File: config.mk
export PLATFORM = sky130hd
export DESIGN_NAME = fetch_ctrl_flat
export DESIGN_NICKNAME = d
export VERILOG_FILES = /design/src/rtl/fetch_ctrl_if.sv /design/src/rtl/fetch_ctrl.sv /design/src/flat_wrapper.sv
export SDC_FILE = /design/constraint.sdc
export NUM_CORES = 1
export LEC_CHECK = 0
export ABC_AREA = 0
export CORE_AREA = 2 2 104 106
export CTS_CLUSTER_DIAMETER = 100
export CTS_CLUSTER_SIZE = 40
export DETAILED_ROUTE_END_ITERATION = 12
export DIE_AREA = 0 0 106 108
export GPL_TIMING_DRIVEN = 0
export PLACE_DENSITY = 0.8
export SLEW_MARGIN = 5
export SYNTH_ARGS = -nofsm -noshare
export SYNTH_HDL_FRONTEND = slang
export SYNTH_SLANG_ARGS = --single-unit
File: constraint.sdc
create_clock -name clk -period 2.9 [get_ports clk]
set_input_delay 0.58 -clock clk [delete_from_list [all_inputs] [get_ports clk]]
set_output_delay 0.58 -clock clk [all_outputs]
set_load 0.03 [all_outputs]
File: src/rtl/fetch_ctrl_if.sv
// Fetch-stage bus: control inputs, IM port and IF/ID delivery grouped in one bundle.
//  master : fetch_ctrl side (drives im_addr, if_*, halted, fetch_count)
//  slave  : environment side (drives start, stall, redirect, redirect_addr, instr_in)
interface fetch_ctrl_if;
  logic        start;
  logic        stall;
  logic        redirect;
  logic [31:0] redirect_addr;
  logic [31:0] instr_in;
  logic [31:0] im_addr;
  logic [31:0] if_instr;
  logic [31:0] if_pc;
  logic        if_valid;
  logic        halted;
  logic [31:0] fetch_count;

  modport master (
    input  start, stall, redirect, redirect_addr, instr_in,
    output im_addr, if_instr, if_pc, if_valid, halted, fetch_count
  );

  modport slave (
    output start, stall, redirect, redirect_addr, instr_in,
    input  im_addr, if_instr, if_pc, if_valid, halted, fetch_count
  );
endinterface

File: src/rtl/fetch_ctrl.sv
// Fetch-stage controller: owns the PC, addresses the combinational IM, delivers
// instruction/PC/valid to IF/ID, applies stall and redirect, drains and parks on halt.
// Ports:
//  clk  - clock, rising edge
//  rst  - synchronous active-high reset
//  fb   - fetch bus (master side): start/stall/redirect/redirect_addr/instr_in in;
//         im_addr/if_instr/if_pc/if_valid/halted/fetch_count out
module fetch_ctrl #(
  parameter logic [31:0] RESET_PC     = 32'h0000_0000,
  parameter logic [31:0] INIT_ADDR    = 32'hFFFF_FFFC,
  parameter int unsigned IMEM_DEPTH   = 128,
  parameter int unsigned DRAIN_CYCLES = 4,
  parameter logic [5:0]  HALT_OPCODE  = 6'b111111
) (
  input  logic         clk,
  input  logic         rst,
  fetch_ctrl_if.master fb
);

  localparam int unsigned DRAIN_W = (DRAIN_CYCLES > 1) ? $clog2(DRAIN_CYCLES) : 1;

  typedef enum logic [1:0] {
    S_IDLE,
    S_RUN,
    S_DRAIN,
    S_HALTED
  } state_e;

  state_e               state_q, state_d;
  logic [31:0]          pc_q, pc_d;
  logic [DRAIN_W-1:0]   drain_q, drain_d;
  logic [31:0]          count_q, count_d;

  logic        in_range_c;
  logic        is_halt_c;
  logic        if_valid_c;
  logic [31:0] redirect_pc_c;

  // State register
  always_ff @(posedge clk) begin
    if (rst) begin
      state_q <= S_IDLE;
      pc_q    <= INIT_ADDR;
      drain_q <= '0;
      count_q <= '0;
    end else begin
      state_q <= state_d;
      pc_q    <= pc_d;
      drain_q <= drain_d;
      count_q <= count_d;
    end
  end

  // Next-state and fetch-valid decode; redirect beats stall beats halt/out-of-range
  always_comb begin
    state_d       = state_q;
    pc_d          = pc_q;
    drain_d       = drain_q;
    count_d       = count_q;
    if_valid_c    = 1'b0;
    in_range_c    = (pc_q >> 2) < 32'(IMEM_DEPTH);
    is_halt_c     = (fb.instr_in[31:26] == HALT_OPCODE);
    redirect_pc_c = fb.redirect_addr & 32'hFFFF_FFFC;

    case (state_q)
      S_IDLE: begin
        if (fb.start) begin
          state_d = S_RUN;
          pc_d    = RESET_PC;
        end
      end
      S_RUN: begin
        if_valid_c = in_range_c & ~is_halt_c & ~fb.redirect;
        if (fb.redirect) begin
          pc_d = redirect_pc_c;
        end else if (fb.stall) begin
          pc_d = pc_q;
        end else if (!in_range_c || is_halt_c) begin
          state_d = S_DRAIN;
          drain_d = DRAIN_W'(DRAIN_CYCLES - 1);
        end else begin
          pc_d    = pc_q + 32'd4;
          count_d = count_q + 32'd1;
        end
      end
      S_DRAIN: begin
        // A redirect here means the halt itself was on the wrong path
        if (fb.redirect) begin
          state_d = S_RUN;
          pc_d    = redirect_pc_c;
        end else if (drain_q == '0) begin
          state_d = S_HALTED;
        end else begin
          drain_d = drain_q - DRAIN_W'(1);
        end
      end
      S_HALTED: begin
        state_d = S_HALTED;
      end
      default: begin
        state_d = S_IDLE;
      end
    endcase
  end

  // im_addr comes straight from the PC register, so stall/redirect never reach it combinationally
  assign fb.im_addr     = pc_q;
  assign fb.if_pc       = pc_q;
  assign fb.if_valid    = if_valid_c;
  assign fb.if_instr    = if_valid_c ? fb.instr_in : 32'h0000_0000;
  assign fb.halted      = (state_q == S_HALTED);
  assign fb.fetch_count = count_q;

endmodule

File: src/flat_wrapper.sv
// flat-port wrapper written by rule: the top's interface ports become plain ports
module fetch_ctrl_flat 
#(
  parameter logic [31:0] RESET_PC     = 32'h0000_0000,
  parameter logic [31:0] INIT_ADDR    = 32'hFFFF_FFFC,
  parameter int unsigned IMEM_DEPTH   = 128,
  parameter int unsigned DRAIN_CYCLES = 4,
  parameter logic [5:0]  HALT_OPCODE  = 6'b111111
)
  (clk, rst, fb_start, fb_stall, fb_redirect, fb_redirect_addr, fb_instr_in, fb_im_addr, fb_if_instr, fb_if_pc, fb_if_valid, fb_halted, fb_fetch_count);
  fetch_ctrl_if fb_i ();
  input  logic clk;
  input  logic rst;
  input wire logic [$bits(fb_i.start)-1:0] fb_start;
  input wire logic [$bits(fb_i.stall)-1:0] fb_stall;
  input wire logic [$bits(fb_i.redirect)-1:0] fb_redirect;
  input wire logic [$bits(fb_i.redirect_addr)-1:0] fb_redirect_addr;
  input wire logic [$bits(fb_i.instr_in)-1:0] fb_instr_in;
  output wire logic [$bits(fb_i.im_addr)-1:0] fb_im_addr;
  output wire logic [$bits(fb_i.if_instr)-1:0] fb_if_instr;
  output wire logic [$bits(fb_i.if_pc)-1:0] fb_if_pc;
  output wire logic [$bits(fb_i.if_valid)-1:0] fb_if_valid;
  output wire logic [$bits(fb_i.halted)-1:0] fb_halted;
  output wire logic [$bits(fb_i.fetch_count)-1:0] fb_fetch_count;
  assign fb_i.start = fb_start;
  assign fb_i.stall = fb_stall;
  assign fb_i.redirect = fb_redirect;
  assign fb_i.redirect_addr = fb_redirect_addr;
  assign fb_i.instr_in = fb_instr_in;
  assign fb_im_addr = fb_i.im_addr;
  assign fb_if_instr = fb_i.if_instr;
  assign fb_if_pc = fb_i.if_pc;
  assign fb_if_valid = fb_i.if_valid;
  assign fb_halted = fb_i.halted;
  assign fb_fetch_count = fb_i.fetch_count;
  fetch_ctrl #(.RESET_PC(RESET_PC), .INIT_ADDR(INIT_ADDR), .IMEM_DEPTH(IMEM_DEPTH), .DRAIN_CYCLES(DRAIN_CYCLES), .HALT_OPCODE(HALT_OPCODE)) u_core (.clk(clk), .rst(rst), .fb(fb_i));
endmodule
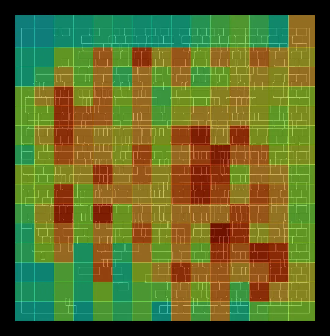
Fig. 1. Routing congestion.
final core area utilization: 64.66%
M2 GR Usage: 44.38%
global router's overall resource usage: 26.14%
GR Util met3: 5.606%
grt met1 use: 32.88%

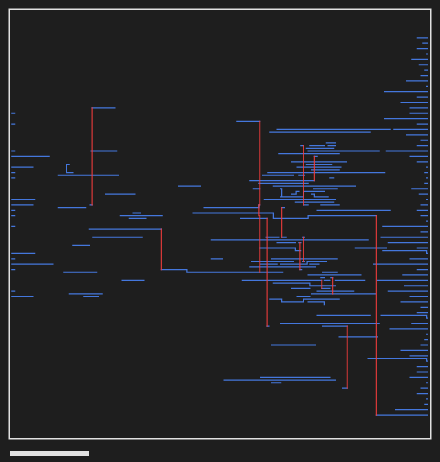
Fig. 2. Signal wires by layer.
The bar under the picture is 20 microns long. Two of the layers only.
| layer | color | wire length |
|---|---|---|
| M4 | red | 214 microns |
| M3 | blue | 1,290 microns |

==> notes.md <==
Notes from the flow run.

Run status:
- The flow ran to the end, and the final reports show no timing, DRC or antenna violations.

Setup path:
- STA puts the critical path data arrival time at 3.08 ns.
- The run puts the highest net fanout along the worst path at 10.
- The run puts the count of cells along the worst register-to-register path at 6.
- Per STA, the startpoint of the critical path is fb_instr_in[28].
- The critical path goes through clkdlybuf4s50_1 > nand4_1 > o211a_4 > a31oi_1 > nor2_1 > clkbuf_1 > a221o_1.

Yosys:
- The run gives the synthesized cell area as 0.004222 sq mm.
- The synth_stat.txt file lists the number of cells as 530.
- The run gives the register area share after synthesis as 31.30%.
- After synthesis, the netlist uses 58 different library cells.
- Ranked by total cell area, the synthesized netlist is headed by dfxtp_1 (31%), buf_4 (6.0%), and2_1 (5.0%).

Power:
- The run puts the power share of the clock group at 16.7%.
- The run gives the clock distribution power as 883 uW.
- The largest share of the power goes to combinational logic.
- Cell internal power was estimated by the tool at 2.898 mW.
- Per report_power, the Sequential row totals 1.52 mW.

Final timing:
- The final max-slew violation count recorded for this run is 0.
- The run puts the final worst clock skew at 0.007520 ns.
- The run gives the final critical path time including I/O delays and setup as 2.836 ns.
- The final timing report lists a hold violation count of 0.

Cells and area:
- The run gives the signed area change from the synthesized netlist to the final layout as 56.70%.
- The number of sequential cells reported for the layout is 66.
- The run puts the area share of buffers outside the clock network at 34.25%.
- The run puts the number of flip-flops in the largest register at 32.
- The run puts the count of clock buffers in the final design at 14.
- The run puts the antenna diode count at 0.
- The run gives the multi-input gate share of total cell area as 38.87%.
- The run puts the filler cell count at 868.

Clock network:
- In this run, post-CTS hold repair placed 0 buffers.
- TritonCTS built the clock tree.

Place:
- The run gives the count of placed standard cells including taps as 861.
- The run puts the quantity of I/O buffers inserted on ports at 192.
- The run gives the placed wire-length estimate as 11.46 mm.
- The final weighted congestion recorded by global placement is 0.9277.

Floorplan:
- The floorplan step set the die height to 108 microns.
- The run puts the count of inserted tapcells at 136.

Detailed routing:
- In this run the top signal layer used is met4.
- The detailed router finished its first iteration with 301 violations.
- The run puts the wire length on met3 at 1.293 mm.
- The run gives the wire length on met1 as 6.428 mm.
- The run gives the detail-routed net length per standard cell as 17.50 microns.
- The run puts the sum of met2 wire segment lengths after detailed routing at 7.496 mm.

Global routing:
- The first global-routing pass estimated 23.91 mm of wire.
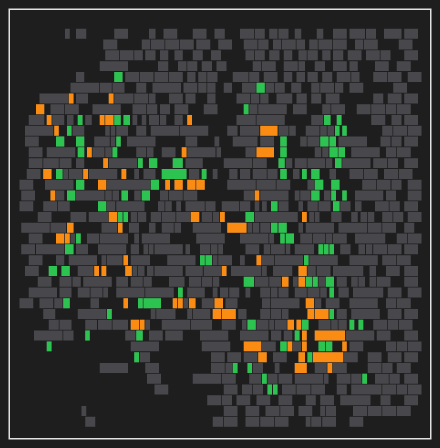
Fig. 3. Selected gate families.
| family | color | cells |
|---|---|---|
| nand cells | green | 93 |
| nor cells | orange | 66 |

-- stage by stage --
stage	power (mW)	hold slack [ns]	area [sq um]	TNS (ns)
after floorplan	3.170	0.4437	4233	0
after global placement	4.212	0.4565	6325	-32.34
after detailed placement	4.288	0.4644	6325	-33.94
after CTS	5.186	0.4791	6523	0
after global routing	5.514	0.5079	6615	-0.5708
final	5.283	0.4801	6615	0
-- cell families after synthesis --
kind of cell | after synthesis | synth area share, %
compound gates | 124 | 21.10
xor+xnor | 12 | 2.490
fa+ha+maj | 8 | 2.371
buf+inv | 80 | 10.17
flops | 66 | 31.30
mux | 11 | 2.845
other cells | 1 | 0.08883
simple gates | 228 | 29.64
-- worst min-delay path, cell delays in order, from the launching register on --
cell and delay (ns):
dfxtp_1 0.30, inv_1 0.07, a211oi_1 0.06
Power and IR drop assume default switching activity.
